===== src/rtl/vga_timing_gen.sv =====
// 800x525 VGA raster generator: DrawX/DrawY counters with registered, skew-free blank/hs/vs/frame_start.
// Optional frame counter behind VGA_TIMING_FRAME_CNT_EN; zero added latency, free-running, no backpressure.
module vga_timing_gen #(
   parameter int unsigned H_VISIBLE   = 640,
   parameter int unsigned H_FRONT     = 16,
   parameter int unsigned H_SYNC      = 96,
   parameter int unsigned H_BACK      = 48,
   parameter int unsigned V_VISIBLE   = 480,
   parameter int unsigned V_FRONT     = 10,
   parameter int unsigned V_SYNC      = 2,
   parameter int unsigned V_BACK      = 33,
   parameter logic        SYNC_ACTIVE = 1'b0
) (
   input  logic        vga_clk,
   input  logic        reset_n,
   output logic [9:0]  DrawX,
   output logic [9:0]  DrawY,
   output logic        blank,
   output logic        hs,
   output logic        vs,
   output logic        frame_start
`ifdef VGA_TIMING_FRAME_CNT_EN
   ,
   output logic [15:0] frame_count
`endif
);

   localparam int unsigned H_TOTAL = H_VISIBLE + H_FRONT + H_SYNC + H_BACK;
   localparam int unsigned V_TOTAL = V_VISIBLE + V_FRONT + V_SYNC + V_BACK;

   if (H_TOTAL > 1024 || V_TOTAL > 1024 || H_TOTAL == 0 || V_TOTAL == 0) begin : g_range_err
      $error("vga_timing_gen: H_TOTAL/V_TOTAL must be in 1..1024");
   end

   localparam logic [9:0]  H_LAST = 10'(H_TOTAL - 1);
   localparam logic [9:0]  V_LAST = 10'(V_TOTAL - 1);
   // Window bounds are one bit wider so an end bound of exactly 1024 still compares correctly.
   localparam logic [10:0] H_VIS  = 11'(H_VISIBLE);
   localparam logic [10:0] V_VIS  = 11'(V_VISIBLE);
   localparam logic [10:0] HS_BEG = 11'(H_VISIBLE + H_FRONT);
   localparam logic [10:0] HS_END = 11'(H_VISIBLE + H_FRONT + H_SYNC);
   localparam logic [10:0] VS_BEG = 11'(V_VISIBLE + V_FRONT);
   localparam logic [10:0] VS_END = 11'(V_VISIBLE + V_FRONT + V_SYNC);

   logic [9:0] draw_x_q, draw_x_d;
   logic [9:0] draw_y_q, draw_y_d;
   logic       blank_q, blank_d;
   logic       hs_q, hs_d;
   logic       vs_q, vs_d;
   logic       frame_start_q, frame_start_d;
   logic [10:0] x_ext, y_ext;

   // Decodes look at the next counter value so they land on the same edge as the counters.
   always_comb begin
      draw_x_d = draw_x_q + 10'd1;
      draw_y_d = draw_y_q;
      if (draw_x_q == H_LAST) begin
         draw_x_d = '0;
         draw_y_d = (draw_y_q == V_LAST) ? '0 : draw_y_q + 10'd1;
      end
      x_ext         = {1'b0, draw_x_d};
      y_ext         = {1'b0, draw_y_d};
      blank_d       = (x_ext < H_VIS) && (y_ext < V_VIS);
      hs_d          = ((x_ext >= HS_BEG) && (x_ext < HS_END)) ? SYNC_ACTIVE : ~SYNC_ACTIVE;
      vs_d          = ((y_ext >= VS_BEG) && (y_ext < VS_END)) ? SYNC_ACTIVE : ~SYNC_ACTIVE;
      frame_start_d = (draw_x_d == '0) && (draw_y_d == '0);
   end

   always_ff @(posedge vga_clk or negedge reset_n) begin
      if (!reset_n) begin
         draw_x_q      <= '0;
         draw_y_q      <= '0;
         blank_q       <= 1'b0;
         hs_q          <= ~SYNC_ACTIVE;
         vs_q          <= ~SYNC_ACTIVE;
         frame_start_q <= 1'b0;
      end else begin
         draw_x_q      <= draw_x_d;
         draw_y_q      <= draw_y_d;
         blank_q       <= blank_d;
         hs_q          <= hs_d;
         vs_q          <= vs_d;
         frame_start_q <= frame_start_d;
      end
   end

   assign DrawX       = draw_x_q;
   assign DrawY       = draw_y_q;
   assign blank       = blank_q;
   assign hs          = hs_q;
   assign vs          = vs_q;
   assign frame_start = frame_start_q;

`ifdef VGA_TIMING_FRAME_CNT_EN
   logic [15:0] frame_count_q, frame_count_d;

   always_comb begin
      frame_count_d = frame_count_q;
      if (frame_start_d) begin
         frame_count_d = frame_count_q + 16'd1;
      end
   end

   always_ff @(posedge vga_clk or negedge reset_n) begin
      if (!reset_n) begin
         frame_count_q <= '0;
      end else begin
         frame_count_q <= frame_count_d;
      end
   end

   assign frame_count = frame_count_q;
`endif

endmodule

===== config.mk =====
export PLATFORM = sky130hd
export DESIGN_NAME = vga_timing_gen
export DESIGN_NICKNAME = d
export VERILOG_FILES = /design/src/rtl/vga_timing_gen.sv
export SDC_FILE = /design/constraint.sdc
export NUM_CORES = 1
export LEC_CHECK = 0
export ABC_AREA = 1
export CAP_MARGIN = 15
export CORE_ASPECT_RATIO = 1.2
export CORE_UTILIZATION = 52
export CTS_CLUSTER_DIAMETER = 50
export DETAILED_ROUTE_END_ITERATION = 8
export GPL_TIMING_DRIVEN = 1
export PLACE_DENSITY = 0.89
export SYNTH_ARGS = -nofsm -noshare
export SYNTH_HDL_FRONTEND = slang
export SYNTH_SLANG_ARGS = --single-unit

===== constraint.sdc =====
create_clock -name vga_clk -period 1.9 [get_ports vga_clk]
set_input_delay 0.475 -clock vga_clk [delete_from_list [all_inputs] [get_ports vga_clk]]
set_output_delay 0.475 -clock vga_clk [all_outputs]
set_load 0.02 [all_outputs]

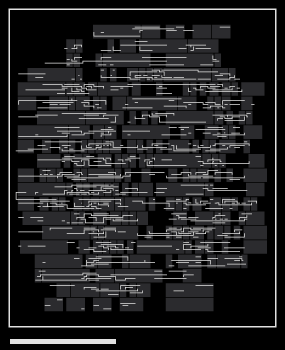
Fig. 1. M1 wires (run 1).
Scale bar: 20 um.
nets with wire on the layer	195
longest straight run	16.6 um
wire length on this layer	1330 um
share of all routed wire	42%

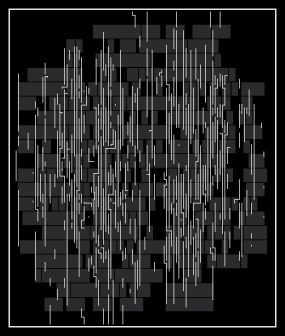
Fig. 2. Metal 2 (run 1).
longest straight run	32.6 um
main direction	vertical
nets with wire on the layer	197
share of all routed wire	53%
wire length on this layer	1690 um

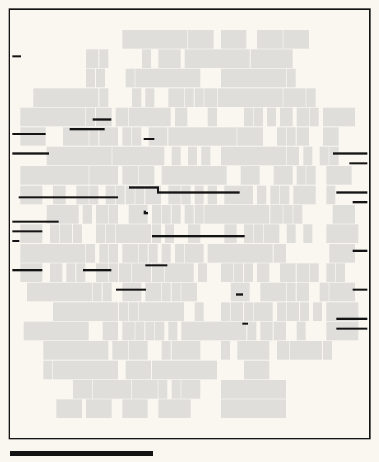
Fig. 3. M3 wires (run 1).
Scale bar: 20 um.
nets with wire on the layer	21
wire length on this layer	111 um

==> flow_metrics.tcl, run 1 <==
# yosys + openroad results
set metrics [dict create \
    final-clk-cell-share_pct 1.97 \
    top_cell_area_share_pct 38.0 \
    cts_buffers 3 \
    critPathBufInv 2 \
    cp_slowest_cell "dfrtp_1" \
    mux_share_pct 0 \
    path_class "reg2reg" \
    power.group.top "registers" \
    worstMarginPinSlew_ns 0.443 \
    crit_start "DrawX[1]$_DFF_PN0_" \
    nonClkBufAreaFrac_pct 15.7 \
    seqCellArea_um2 603 \
    grt_start_max_net_pins 25 \
    holdCritPathClass "in2async" \
    synth_cell_types 27 \
    syn_area_mm2 0.00145 \
    synth-compound-area-share_pct 5.26 \
    cp_top_family "simple AND/OR/NAND/NOR gates" \
    ys.flops 24 \
    fp_nets 199 \
    logic_gate_count 133 \
    seqPwrFrac_pct 64.5 \
    path_cells "ha_2 > nand2_4 > inv_4 > nand2_4 > nor3_4 > nand2_1 > nand2_1 > nand2_2 > inv_2 > nand3_1 > nor2_2 > nor2_1" \
    num-nonclk-buffers 29 \
    comb_share_pct 39.8 \
    cts_setup_buffers 0 \
    r2r_start "DrawX[1]$_DFF_PN0_" \
    vias 1347 \
    placed_cell_area_mm2 0.00175 \
    ys_warn_count 0 \
    yosysSeqAreaShare_pct 41.6 \
    logic_area_um2 733 \
    area_delta_synth_final_pct 27.2 \
    finalInstanceArea_mm2 0.00184 \
    timing.critical_path.fanout_max 6 \
    critPathRequiredTime_ns 2.12 \
    n_all_inverters 37 \
    maxCapViolations 0 \
    hold_viol 0 \
    setup_tns_ns 0 \
    fmax_mhz 541 \
    syn_area_per_cell_um2 7.47 \
    die_width_um 50.2 \
    core_mm2 0.00258 \
    clk_latency_ns 0.32 \
    use_met1_pct 27.6 \
    drt-initial-drc-count 42 \
    wirelength_um 3190 \
    period_used_pct 97.2 \
    start_kind "flop" \
    critPathMaxStageDelay_ns 0.42 \
    p_comb_uw 12.7 \
    cp_num_cells 12 \
    floorplan.rows 20 \
    pwr.group.clock_uw 268 \
    cts_tree "built" \
    met2_usage_pct 45.1 \
    track_usage_pct 24.2 \
    clk_path_buf_depth 2 \
    fin_cells 260 \
    p_sw_share_pct 20.3 \
    cp.arrival_ns 2.07 \
    synth.cellmix.simpleShare_pct 39.8 \
    async_flop_share_pct 100 \
    outcome "finished, final reports clean" \
    r2r-end "blank$_DFF_PN0_" \
]
==> inputs of run 2 (changes only) <==
ABC_AREA = unset   (was 1)
CORE_UTILIZATION = 51   (was 52)
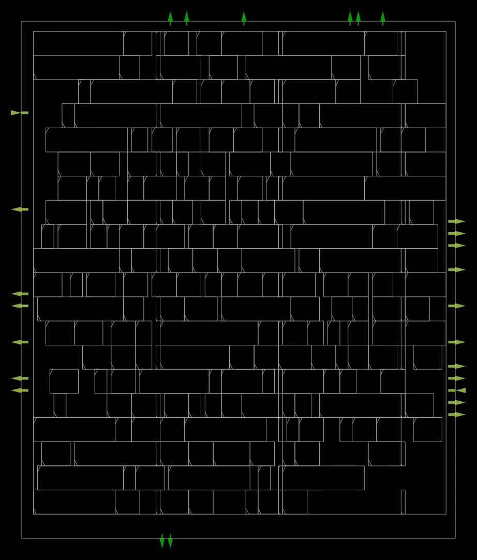
Fig. 4. Cell placement (run 2).
Core ar.: 0.00253 mm^2
register share of the cell area: 29.8%
non-filler cells, final: 235
flop count: 24
Tapcells: 33

==> flow_metrics.tcl, run 2 <==
# yosys + openroad results
set metrics [dict create \
    r2r-end "vs$_DFF_PN1_" \
    power.group.top "registers" \
    synth_cell_types 40 \
    synth-compound-area-share_pct 11.4 \
    syn_area_mm2 0.00135 \
    cts_setup_buffers 5 \
    top_cell_area_share_pct 40.9 \
    syn_area_per_cell_um2 9.75 \
    worstMarginPinSlew_ns 0.390 \
    outcome "finished with violations" \
    hold_viol 0 \
    logic_gate_count 105 \
    clk_path_buf_depth 2 \
    cts_buffers 3 \
    setup_tns_ns -1.30 \
    n_all_inverters 4 \
    critPathMaxStageDelay_ns 0.59 \
    cp.arrival_ns 2.47 \
    critPathRequiredTime_ns 2.13 \
    p_sw_share_pct 18.7 \
    path_cells "ha_4 > nand4_4 > or4_4 > buf_6 > nor2_2 > xor2_2 > and4_1 > nand4_1" \
    cts_tree "built" \
    mux_share_pct 1.49 \
    crit_start "DrawX[1]$_DFF_PN0_" \
    ys.flops 24 \
    final-clk-cell-share_pct 2.58 \
    fmax_mhz 446 \
    floorplan.rows 20 \
    violations "setup timing" \
    layout_setup_ws_ns -0.341 \
    holdCritPathClass "in2async" \
    drt-initial-drc-count 43 \
    nonClkBufAreaFrac_pct 27.4 \
    p_comb_uw 13.0 \
    clk_latency_ns 0.32 \
    finalInstanceArea_mm2 0.00204 \
    fp_nets 143 \
    yosysSeqAreaShare_pct 44.8 \
    finalSetupViolCount 8 \
    seqCellArea_um2 607 \
    r2r_start "DrawX[1]$_DFF_PN0_" \
    logic_area_um2 763 \
]
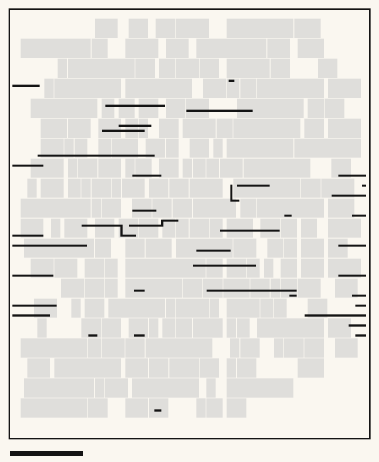
Fig. 5. M3 wires (run 2).
Scale bar: 10 um.
final WL: 3850 um
M3 GR Usage: 4.99%

